[config.mk]
export PLATFORM = sky130hd
export DESIGN_NAME = counter_ctrl
export DESIGN_NICKNAME = d
export VERILOG_FILES = /design/src/rtl/counter_ctrl_pkg.sv /design/src/rtl/counter_mod_n.sv /design/src/rtl/counter_ctrl.sv
export SDC_FILE = /design/constraint.sdc
export NUM_CORES = 1
export LEC_CHECK = 0
export CORE_MARGIN = 2
export CORE_UTILIZATION = 40
export CTS_CLUSTER_SIZE = 30
export DETAILED_ROUTE_END_ITERATION = 8
export PLACE_DENSITY = 0.68
export RECOVER_POWER = 100
export SYNTH_ARGS = -nofsm -noshare
export SYNTH_HDL_FRONTEND = slang
export SYNTH_SLANG_ARGS = --single-unit
[constraint.sdc]
create_clock -name clk -period 2.2 [get_ports clk]
set_clock_uncertainty 0.05 [all_clocks]
set_input_delay 0.22 -clock clk [delete_from_list [all_inputs] [get_ports clk]]
set_output_delay 0.22 -clock clk [all_outputs]
set_load 0.02 [all_outputs]
[src/rtl/counter_ctrl_pkg.sv]
// Shared type definitions for the counter_ctrl run-mode sequencer.
// State codes are visible on o_state, so their values are fixed explicitly.
package counter_ctrl_pkg;

  typedef enum logic [1:0] {
    ST_IDLE  = 2'd0,
    ST_RUN   = 2'd1,
    ST_PAUSE = 2'd2,
    ST_DONE  = 2'd3
  } state_t;

  typedef enum logic {
    MODE_ONESHOT = 1'b0,
    MODE_RELOAD  = 1'b1
  } mode_t;

endpackage

[src/rtl/counter_mod_n.sv]
// Count register with synchronous clear and enable.
// Also provides a terminal-compare flag against the latched limit.
module counter_mod_n #(
  parameter int W = 7
) (
  input  logic         clk,
  input  logic         reset,
  input  logic         clr,
  input  logic         en,
  input  logic [W-1:0] lim,
  output logic [W-1:0] cnt,
  output logic         tc
);

  // NOTE: sequential state uses non-blocking assignments so every register
  // samples its pre-edge inputs, independent of process ordering.
  always_ff @(posedge clk) begin
    if (reset || clr) begin
      cnt <= '0;
    end else if (en) begin
      cnt <= cnt + W'(1);
    end
  end

  assign tc = (cnt == lim);

endmodule

[src/rtl/counter_ctrl.sv]
// Run-mode sequencer for a programmable modulo counter: start/stop/pause,
// one-shot or auto-reload, registered done pulse and saturating wrap count.
module counter_ctrl
  import counter_ctrl_pkg::*;
#(
  parameter int MAX_CNT = 99,
  parameter int CNT_W   = 7,
  parameter int WRAP_W  = 8
) (
  input  logic              clk,
  input  logic              reset,
  input  logic              i_start,
  input  logic              i_stop,
  input  logic              i_pause,
  input  logic              i_mode,
  input  logic [CNT_W-1:0]  i_limit,
  output logic [CNT_W-1:0]  o_cnt,
  output logic              o_busy,
  output logic              o_done,
  output logic [WRAP_W-1:0] o_wrap_cnt,
  output logic [1:0]        o_state
);

  localparam logic [CNT_W-1:0] MAX_LIM = CNT_W'(MAX_CNT);

  state_t           state, state_n;
  mode_t            mode;
  logic [CNT_W-1:0] lim;
  logic [CNT_W-1:0] start_lim;
  logic             cnt_clr, cnt_en, tc;
  logic             relatch, done_n, wrap_inc;

  // Zero or out-of-range requests fall back to the full range.
  assign start_lim = (i_limit == '0 || i_limit > MAX_LIM) ? MAX_LIM : i_limit;

  counter_mod_n #(.W(CNT_W)) u_cnt (
    .clk   (clk),
    .reset (reset),
    .clr   (cnt_clr),
    .en    (cnt_en),
    .lim   (lim),
    .cnt   (o_cnt),
    .tc    (tc)
  );

  // NOTE: every signal gets a default before the branches so no path leaves
  // one unassigned, which would otherwise infer a latch.
  always_comb begin
    state_n  = state;
    cnt_clr  = 1'b0;
    cnt_en   = 1'b0;
    relatch  = 1'b0;
    done_n   = 1'b0;
    wrap_inc = 1'b0;
    if (i_stop) begin
      state_n = ST_IDLE;
      cnt_clr = 1'b1;
    end else if (i_start) begin
      state_n = ST_RUN;
      cnt_clr = 1'b1;
      relatch = 1'b1;
    end else begin
      unique case (state)
        ST_RUN: begin
          if (i_pause) begin
            state_n = ST_PAUSE;
          end else if (tc) begin
            done_n = 1'b1;
            if (mode == MODE_RELOAD) begin
              cnt_clr  = 1'b1;
              wrap_inc = 1'b1;
            end else begin
              state_n = ST_DONE;
            end
          end else begin
            cnt_en = 1'b1;
          end
        end
        ST_PAUSE: if (!i_pause) state_n = ST_RUN;
        default: ;
      endcase
    end
  end

  always_ff @(posedge clk) begin
    if (reset) begin
      state      <= ST_IDLE;
      mode       <= MODE_ONESHOT;
      lim        <= MAX_LIM;
      o_done     <= 1'b0;
      o_busy     <= 1'b0;
      o_wrap_cnt <= '0;
    end else begin
      state  <= state_n;
      o_done <= done_n;
      o_busy <= (state_n == ST_RUN) || (state_n == ST_PAUSE);
      if (relatch) begin
        mode       <= mode_t'(i_mode);
        lim        <= start_lim;
        o_wrap_cnt <= '0;
      end else if (wrap_inc && o_wrap_cnt != '1) begin
        o_wrap_cnt <= o_wrap_cnt + WRAP_W'(1);
      end
    end
  end

  assign o_state = state;

endmodule

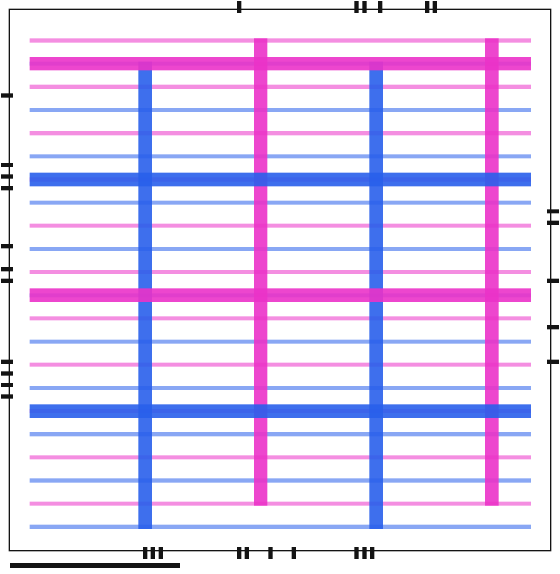
Figure 1: run 1, floorplan with the power grid.
The bar under the picture is 20 µm long. Pins as bars on the die edge.
- blue: VSS
- magenta: VDD
- rows: 21
- met4 straps: 4
- met1 rails: 22
- met5 straps: 4

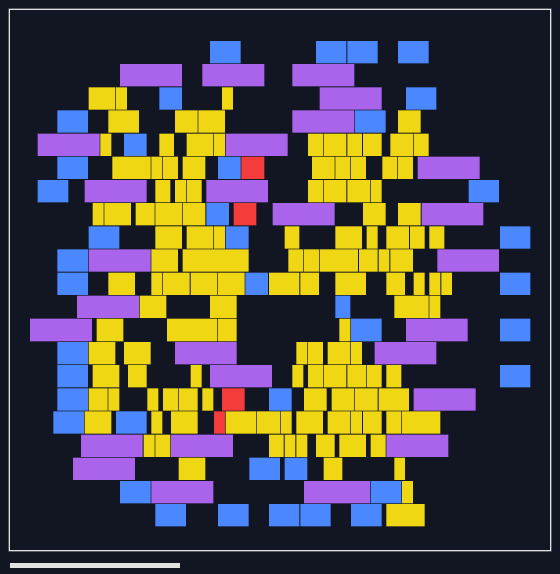
Figure 2: run 1, placement by cell class.
The bar under the picture is 20 µm long.
- purple: flip-flops (cells 27; share of their area 30%)
- yellow: all other logic (cells 127; share of their area 47%)
- red: clock drivers and dummy loads (cells 4; share of their area 1.5%)
- blue: other buffers and delay cells (cells 40; share of their area 21%)

==> run summary, run 1 <==
CTS root buffer -> clkbuf_4
Initial Util -> 42.0%
P_sw -> 0.192 mW
Crit start category -> flop
Core area -> 3360 µm²
CTS tree -> built
Share of layout cells above drive strength 1 -> 9.09%
Crit Path Max Fanout -> 14
CP Capture Type -> flop
Setup violators final -> 0
Worst Hold End -> lim[4]
Drc violations -> 0
Distinct lib cells -> 38
WS Path Type -> reg2reg
Reg2reg start -> o_state[1]
Cell area leaders -> dfxtp_1 38%, xor2_1 4.3%, nor2_1 3.7%
Share of synthesized registers carrying an async set or reset -> 0%
Die Size -> 4020 µm²
Initial DRT Pass Iterations -> 4
Syn_nets -> 177
Gr busiest metal -> met2
Nets@finish -> 216
Io pins -> 32
Leakage power -> 0.694 nW
Synth warnings -> 0
Commonest cells post-synth -> 27 x dfxtp_1, 14 x nor2_1, 10 x a21oi_1, 10 x nand2_1, 10 x nand3_1
Part of the power in registers -> 62.9%
Top Layer Used -> met4
Vias -> 1345
Area growth, synth to finish -> 30.4%
# Post-CTS Setup Buffers -> 0
Top-area cell share -> 38.3%
GRT Total Usage -> 15.7%
Die Wd -> 63.4 µm
Yosys cell count -> 160
Final ANT Viol Nets -> 0
Synth mux share -> 2.21%
Met1 Use GR -> 20.0%
Seq share, synth -> 38.3%
Largest net degree at the start of global routing -> 15
H-tree depth -> 1
Syn avg cell area -> 8.83 µm²
Routed wl met2 -> 1480 µm
Area figure in the yosys stat output -> 1410 µm²
Dominant comb cell -> simple AND/OR/NAND/NOR gates
Number of global-route vias before repair -> 1226
Global routing usage on met3 -> 2.50%
Number of gates resized after cts -> 0
Power Density -> 435 nW/µm²
RR Endpoint -> o_wrap_cnt[5]
Max Cap Viol -> 0
Comb power frac -> 10.2%
OpenROAD warning count -> 27
Post-synth EDFFs -> 0
Post-CTS Hold Buffers -> 0
Rel. slew slack -> 65.7%
Storage cell area -> 542 µm²
RSZ-0062 raised after global routing -> no
Final Total Pwr -> 0.801 mW
CTS sink count -> 27
Worst skew pair latency -> 0.32 ns
HP Start -> lim[4]
Share of the clock period used by the worst path -> 92.6%
Last weighted congestion value of the routability-driven placer -> 0.784
CTS Buffer Depth -> 2
Top-count cell post-synth -> dfxtp_1
R2R depth -> 7
Worst-margin pin slew -> 0.501 ns
Maximum vdd drop -> 241 µV
Fmax -> 491 MHz
Switching Fraction -> 24.0%
Int Power -> 0.609 mW
DP HPWL -> 2380 µm
Wire length on met3 -> 170 µm
Clock transition at path regs -> 0.14 ns
First-pass GRT wire length -> 5170 µm
Hold Crit Class -> reg2reg
Period minus WS final -> 2.04 ns
Rows -> 21
Most area-hungry cell type in the Yosys netlist -> dfxtp_1
Final hold violation count -> 0
First-iteration detailed-routing DRC count -> 69
Final wirelength -> 3020 µm
Fillers -> 345
Final TNS setup -> 0 ns
Met2 usage -> 26.2%
Initial antenna violation count -> 0
Logic area -> 811 µm²
Post-synthesis instance total -> 160
WHS -> 0.421 ns
Clk pwr share -> 26.9%
Yosys reg bits -> 27
Hold Crit Depth -> 2
Congestion Overflow GR -> 0
Worst Path Arrival -> 2.22 ns
Run status -> finished clean
Port Buf Inserts -> 31
Flop-to-flop setup slack -> 0.16 ns
Complex Gates by Area -> 20.5%
Max Slew Vio Count -> 0
Xor+xnor area frac -> 8.06%
Via density -> 5.51
Crit path from -> o_state[1]
Netlist area before placement -> 1410 µm²
WL/cell -> 12.4 µm
Worst EP required -> 2.38 ns
Primary FF master, synth -> dfxtp_1
Simple-gate share of the synthesized area -> 22.9%
M1 wire length -> 1310 µm
Crit path to -> o_wrap_cnt[5]
N_diodes -> 0
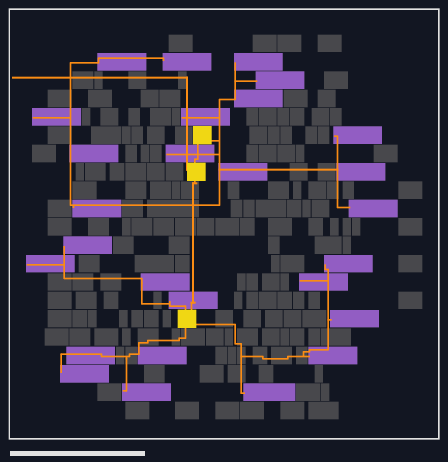
Figure 3: run 1, clock distribution.
The bar under the picture is 20 µm long.
- yellow: cells driving clock nets (count 3)
- orange: clock wires (length 326 µm)
- purple: flip-flops (count 27)
- routed clock nets: 4

## run 1: power groups by stage
| stage | Combinational (mW) | Sequential, mW | Clock (mW) |
|---|---|---|---|
| floorplan | 0.0411 | 0.515 | 0 |
| global route | 0.0887 | 0.505 | 0.247 |
| CTS | 0.0824 | 0.504 | 0.224 |
| detailed placement | 0.0822 | 0.515 | 0 |
| global placement | 0.0805 | 0.514 | 0 |
| finish | 0.0819 | 0.504 | 0.215 |
## run 1: layout make-up
type | count | area share (%)
Clock buffer | 4 | 1.43
Inverter | 8 | 1.63
Multi-Input combinational cell | 119 | 44.0
Sequential cell | 27 | 29.4
Tap cell | 46 | 3.12
Timing Repair Buffer | 40 | 20.4
## run 1: worst max-delay path, cell delays in order (launching register included)
cell     delay (ns)
dfxtp_1        0.38
inv_1          0.07
ha_1           0.19
nor2b_2        0.20
nand2_1        0.08
a41o_1         0.34
nor4_1         0.30
mux2_1         0.35
## run 1: per-stage QoR
stage	utilization, %	setup slack, ns	instance area (µm²)	cells
CTS	54.8	0.101	1840	244
finish	54.8	0.163	1840	244
global route	54.8	0.0334	1840	244
floorplan	-	0.0467	1410	160
detailed placement	54.0	0.0373	1820	240
global placement	54.0	0.0976	1820	240
## run 1: layout by cell type (no fill, tap or decap), drive strengths merged, types with 5 or more instances in the layout
cell type	netlist	layout
o31ai	5	5
nand2	10	10
a211oi	5	5
nor4	5	5
clkdlybuf4s50	0	11
a21oi	10	10
xor2	7	7
xnor2	6	6
nor2	14	14
dlygate4sd3	0	20
nand3	11	11
buf	4	8
or4	5	5
inv	8	8
clkbuf	2	5
dfxtp	27	27
## run 1: flip-flops by register name, summed over array words and instances (netlist names)
signal / cells
o_state: 2
o_busy: 1
lim: 7
o_wrap_cnt: 8
u_cnt.cnt: 7
mode: 1
o_done: 1
==> run 1 -> run 2 <==
CORE_MARGIN = 3   (was 2)
HOLD_SLACK_MARGIN = 0.1   (was unset)
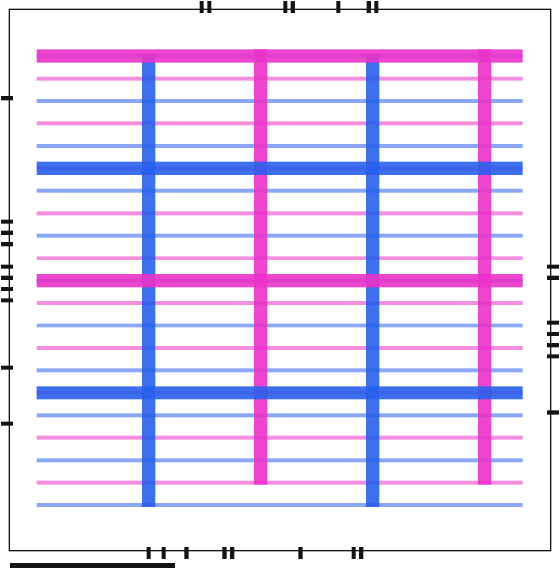
Figure 4: run 2, floorplan with the power grid.
The bar under the picture is 20 µm long. Pins as bars on the die edge.
- magenta: VDD
- blue: VSS
- met1 rails: 21
- signal pins: 32
- rows: 20
- met5 straps: 4

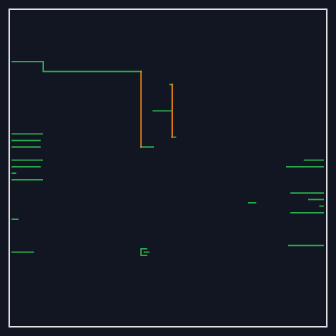
Figure 5: run 2, signal wires by layer.
Only two layers are drawn.
- green: met3 (wire length 120 µm)
- orange: met4 (wire length 26.5 µm)

==> run 2 against run 1 <==
Sequential cell count unchanged. Clock-buffer cell count unchanged. Cell count decreased by 0.82%. Critical path depth unchanged. Register-to-register slack is essentially flat. Highest routed layer unchanged. Setup slack gained 0.012 ns. Largest power group unchanged. Global-route usage rose by 0.11 points. Critical endpoint is now o_wrap_cnt[4]. Maximum frequency rose by 0.60%.
==> run summary, run 2 <==
Run status -> finished clean
Worst-margin pin slew -> 0.511 ns
Die Y -> 65.4 µm
Top-area cell share -> 38.3%
Met2 usage -> 28.2%
Fmax -> 494 MHz
Core area -> 3200 µm²
Max Cap Viol -> 0
Int Power -> 0.608 mW
OpenROAD warning count -> 27
Pre-CTS setup slack -> 0.0511 ns
DP HPWL -> 2510 µm
CTS tree -> built
Worst skew pair latency -> 0.32 ns
Final Total Pwr -> 0.799 mW
Storage cell area -> 542 µm²
Switching Fraction -> 23.9%
CTS sink count -> 27
Largest net degree at the start of global routing -> 15
Gr busiest metal -> met2
Initial antenna violation count -> 0
Largest register FFs -> 8
Biggest regs -> o_wrap_cnt x8, lim x7, u_cnt.cnt x7
Logic area -> 816 µm²
Final ANT Viol Nets -> 0
CP Capture Type -> flop
Top cells excl fill/tap -> 26 x dfxtp_1, 20 x dlygate4sd3_1, 14 x nor2_1, 11 x clkdlybuf4s50_1
Met1 Use GR -> 19.9%
RSZ-0062 raised after global routing -> no
Syn avg cell area -> 8.83 µm²
Area growth, synth to finish -> 30.2%
CP delay by family, top -> simple AND/OR/NAND/NOR gates
Setup violators final -> 0
Die Size -> 4280 µm²
Primary FF master, synth -> dfxtp_1
Rel. slew slack -> 65.1%
P_sw -> 0.191 mW
Top-count cell post-synth -> dfxtp_1
Global routing usage on met3 -> 2.22%
Seq share, synth -> 38.3%
Die Wd -> 65.4 µm
CTS root buffer -> clkbuf_4
Worst Path Arrival -> 2.24 ns
Most area-hungry cell type in the Yosys netlist -> dfxtp_1
Commonest Layout Cell -> dfxtp_1
WL/cell -> 13.1 µm
Hold Crit Class -> reg2reg
Leakage power -> 0.684 nW
Final core utilization -> 57.4%
Clock transition at path regs -> 0.14 ns
Clk pwr share -> 26.8%
Maximum vdd drop -> 284 µV
Last weighted congestion value of the routability-driven placer -> 0.830
Post-synth EDFFs -> 0
Comb power frac -> 10.2%
WS Path Type -> reg2reg
Levels on crit path -> 7
Final TNS setup -> 0 ns
Period minus WS final -> 2.03 ns
Vias -> 1332
Yosys reg bits -> 27
Worst EP required -> 2.41 ns
Post-DP Area -> 1800 µm²
Largest Register -> o_wrap_cnt
Port Buf Inserts -> 31
Initial DRT Pass Iterations -> 4
Io pins -> 32
Crit path buffers/inverters -> 1
Final WS setup -> 0.175 ns
H-tree depth -> 1
First-iteration detailed-routing DRC count -> 125
CP max stage delay -> 0.49 ns
Synth warnings -> 0
First-pass GRT wire length -> 5510 µm
CTS Buffer Depth -> 2
Hold Crit Depth -> 2
Max Slew Vio Count -> 0
Crit path max-delay cell type -> or4_1
N_diodes -> 0
WHS -> 0.422 ns
Distinct lib cells -> 38
Via density -> 5.50
Power Density -> 434 nW/µm²
R2R depth -> 7
Share of synthesized registers carrying an async set or reset -> 0%
Post-synthesis instance total -> 160
Dpl cells -> 236
Finished Cell Area -> 1840 µm²
Commonest cells post-synth -> 27 x dfxtp_1, 14 x nor2_1, 10 x a21oi_1, 10 x nand2_1, 10 x nand3_1
Yosys cell count -> 160
Nets@finish -> 216
Final hold violation count -> 0
Initial Util -> 44.1%
Area figure in the yosys stat output -> 1410 µm²
Crit start category -> flop
Netlist area before placement -> 1410 µm²
Non-Filler Instances -> 242
GRT Total Usage -> 15.9%
Cell area leaders -> dfxtp_1 38%, xor2_1 4.3%, nor2_1 3.7%
Crit Path Max Fanout -> 14
Share of the clock period used by the worst path -> 92.0%
Share of layout cells above drive strength 1 -> 8.59%
Final wirelength -> 3180 µm
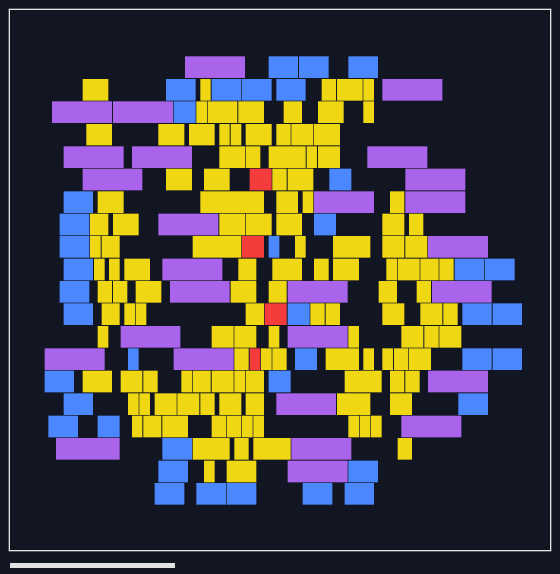
Figure 6: run 2, placement by cell class.
The bar under the picture is 20 µm long.
- blue: other buffers and delay cells (cells 40; share of their area 21%)
- red: clock drivers and dummy loads (cells 4; share of their area 1.5%)
- yellow: all other logic (cells 127; share of their area 47%)
- purple: flip-flops (cells 27; share of their area 30%)

-- run 2: power by group through the flow --
stage | registers [mW] | logic [mW] | clock network (mW)
floorplan | 0.515 | 0.0411 | 0
global placement | 0.515 | 0.0803 | 0
detailed placement | 0.515 | 0.0820 | 0
CTS | 0.504 | 0.0823 | 0.219
global route | 0.505 | 0.0898 | 0.237
finish | 0.504 | 0.0813 | 0.214
-- run 2: kinds of logic (layout without fill, tap and decap cells) --
logic type | after synthesis | in the layout | share of synthesized area [%]
and+or+nand+nor | 58 | 58 | 22.9
adders and majority gates | 4 | 4 | 3.54
DFF | 27 | 27 | 38.3
buffers and inverters | 14 | 52 | 4.52
muxes | 3 | 3 | 2.21
xor gates and xnor gates | 13 | 13 | 8.06
AOI/OAI and AO/OA | 41 | 41 | 20.5
-- run 2: worst paths after layout --
check / startpoint / endpoint / slack, ns
setup / recovery: o_state[1] / o_wrap_cnt[4] / 0.17
hold reg to reg: lim[4] / lim[4] / 0.42
setup reg to reg: o_state[1] / o_wrap_cnt[4] / 0.17
hold / removal: lim[4] / lim[4] / 0.42
-- run 2: metal layers --
metal  up-vias  part of all wire, %
li1        669                    -
met1       632                   46
met2        27                   50
met3         4                  3.7
met4         0                 0.82
met5         -                    0
-- run 2: layout make-up --
class	count	share of cell area, %
clock buffers	4	1.43
multi-input cells	119	44.4
inverters	8	1.63
flip-flops and latches	27	29.5
well taps	44	2.99
repair buffers	40	20.1
-- run 2: what timing repair did --
item | 4_1_cts | 5_1_grt
buffers inserted | 0 | 2
hold buffers | 0 | 0
resized | 0 | 2
endpoints found under the setup margin | 0 | 6
-- run 2: worst min-delay path, cell delays in order, from the launching register on --
cell and delay (ns):
dfxtp_1 0.35, nand2_1 0.06, nand2_1 0.04
Figure 7. Clock distribution (run 2).
The bar under the picture is 20 µm long.
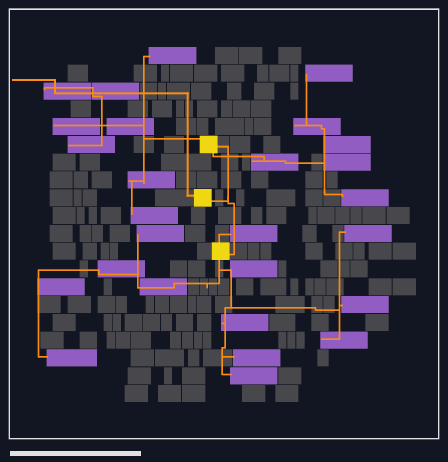

==> run 2 -> run 3 <==
ABC_AREA = 1   (was unset)
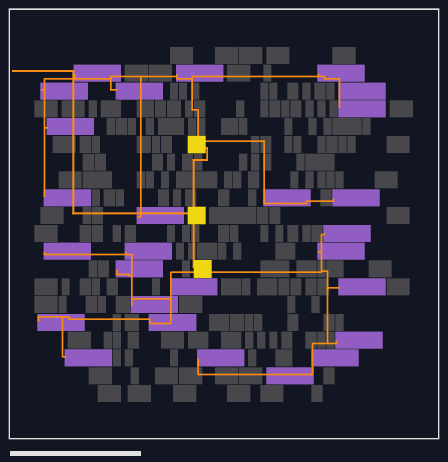
Figure 8: run 3, clock distribution.
The bar under the picture is 20 µm long.
- yellow: cells driving clock nets (count 3)
- purple: flip-flops (count 27)
- orange: clock wires (length 353 µm)
- flops lie: all over the die
- routed clock nets: 4

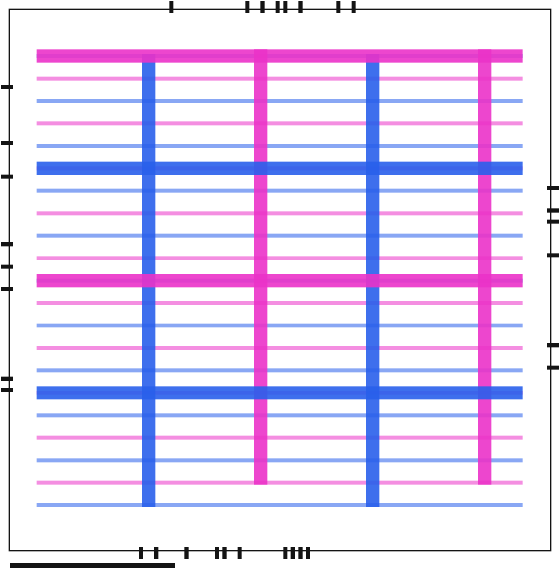
Figure 9: run 3, floorplan with the power grid.
The bar under the picture is 20 µm long. Pins as bars on the die edge.
- blue: VSS
- magenta: VDD
- signal pins: 32
- met1 rails: 21

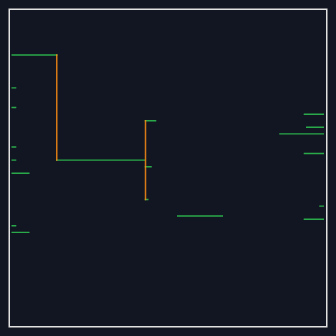
Figure 10: run 3, signal wires by layer.
Only two layers are drawn.
- orange: met4 (wire length 38.1 µm)
- green: met3 (wire length 75.2 µm)

==> run 3 against run 2 <==
Largest cell class unchanged. Die area stayed put. Largest power group unchanged. Critical endpoint is now u_cnt.cnt[6]. Clock-buffer cell count is 1 lower. Combinational power is 0.9% lower. Maximum frequency is 7.2% higher. Highest routed layer unchanged. Register-to-register slack better by 0.14 ns. Cell area is 2.9% lower.
==> run summary, run 3 <==
Vias -> 1294
Port Buf Inserts -> 31
Syn avg cell area -> 7.28 µm²
Max Slew Vio Count -> 0
WHS -> 0.405 ns
Final wirelength -> 2900 µm
Hold Crit Depth -> 3
Netlist area before placement -> 1410 µm²
Crit path to -> u_cnt.cnt[6]
Hold Crit Class -> in2reg
Final TNS setup -> 0 ns
Commonest cells post-synth -> 38 x nand2_1, 35 x inv_1, 27 x dfxtp_1, 15 x a21oi_1, 15 x nor2_1
Power Density -> 450 nW/µm²
Crit path from -> o_state[0]
N_diodes -> 0
Complex Gates by Area -> 13.9%
WS Path Type -> reg2reg
Nets@finish -> 248
OpenROAD warning count -> 27
Final ANT Viol Nets -> 0
Final core utilization -> 55.7%
Io pins -> 32
Dpl cells -> 270
Worst EP required -> 2.39 ns
Drc violations -> 0
H-tree depth -> 1
Final hold violation count -> 0
Top cells excl fill/tap -> 40 x nand2_1, 35 x inv_1, 27 x dfxtp_1, 21 x dlygate4sd3_1, 18 x nor2_1
Largest Register -> o_wrap_cnt
Area growth, synth to finish -> 26.4%
Post-synth EDFFs -> 0
Biggest regs -> o_wrap_cnt x8, lim x7, u_cnt.cnt x7
RR Endpoint -> u_cnt.cnt[6]
Clock transition at path regs -> 0.15 ns
Largest register FFs -> 8
Reg2reg start -> o_state[0]
RSZ-0062 raised after global routing -> no
Last weighted congestion value of the routability-driven placer -> 0.847
Post-synthesis instance total -> 194
Fillers -> 363
Die Wd -> 65.4 µm
Most area-hungry cell type in the Yosys netlist -> dfxtp_1
Synth mux share -> 0%
HP Start -> i_mode
Cell area leaders -> dfxtp_1 38%, nand2_1 10%, inv_1 9.3%
Congestion Overflow GR -> 0
Share of the clock period used by the worst path -> 85.9%
Die Y -> 65.4 µm
Fmax -> 529 MHz
Run status -> finished clean
Initial Util -> 44.1%
Maximum vdd drop -> 224 µV
R2R depth -> 10
Simple-gate share of the synthesized area -> 29.8%
GRT Total Usage -> 15.1%
Crit Path Max Fanout -> 6
Max Cap Viol -> 0
Flop-to-flop setup slack -> 0.31 ns
Share of synthesized registers carrying an async set or reset -> 0%
DP HPWL -> 2320 µm
Xor+xnor area frac -> 4.96%
Largest net degree at the start of global routing -> 16
Top-count cell post-synth -> nand2_1
Die Size -> 4280 µm²
Non-Filler Instances -> 274
CTS root buffer -> clkbuf_4
Leakage power -> 0.836 nW
First-iteration detailed-routing DRC count -> 83
Via density -> 4.72
# Post-CTS Setup Buffers -> 0
Initial DRT Pass Iterations -> 4
Top-area cell share -> 38.3%
CTS Buffer Depth -> 2
Setup violators final -> 0
Seq share, synth -> 38.3%
WL/cell -> 10.6 µm
run 3: netlist changes by cell type after synthesis, sizes merged, moves of 4 or more:
cell	before	now
or4	5	0
o22a	4	0
nor2	14	21
a21oi	10	15
o21ai	4	11
inv	8	36
nor4	5	0
xor2	7	3
buf	4	0
a211oi	5	0
nand2	10	40
nand3	11	17
o31ai	5	0
run 3: where the power goes:
part	leakage [nW]	internal, mW	switching [mW]
combinational	0.600	0.0383	0.0423
sequential	0.219	0.498	0.00580
clock	0.0177	0.0682	0.152
total	0.836	0.604	0.200
run 3: per-layer routing:
layer / GRT usage [%] / vias to the layer above / part of all wire (%)
met4: 5.44 / 0 / 1.3
met2: 22.8 / 19 / 44
met1: 21.7 / 573 / 53
met5: 0 / - / 0
met3: 2.05 / 5 / 2.6
li1: - / 697 / -
run 3: kinds of logic after synthesis:
group           Yosys count
compound gates           34
xor+xnor                  8
fa+ha+maj                 4
buf+inv                  36
flops                    27
simple gates             85
run 3: critical path, stage by stage, from the launching register on:
cell and delay, ns:
dfxtp_1 0.43, ha_1 0.17, inv_1 0.06, nor2_1 0.17
nand2_1 0.11, inv_1 0.12, nand2_1 0.15, nor3_1 0.32
nand3_1 0.12, nand2_1 0.08, nor2_1 0.03
run 3: layout make-up:
class | instances | area [µm²] | share of cell area [%]
multi-input combinational | 131 | 709 | 39.7
sequential | 27 | 541 | 30.3
timing repair buffer | 32 | 318 | 17.8
inverter | 36 | 135 | 7.57
tap | 44 | 55.1 | 3.08
clock buffer | 3 | 22.5 | 1.26
clock inverter | 1 | 5.00 | 0.280
run 3: through the flow:
step	setup slack [ns]	instance area [µm²]
floorplan	0.447	1410
global placement	0.302	1790
detailed placement	0.225	1790
CTS	0.312	1810
global route	0.0879	1790
finish	0.310	1790
Power figures rest on the tool's default switching activity, not on a simulated workload.
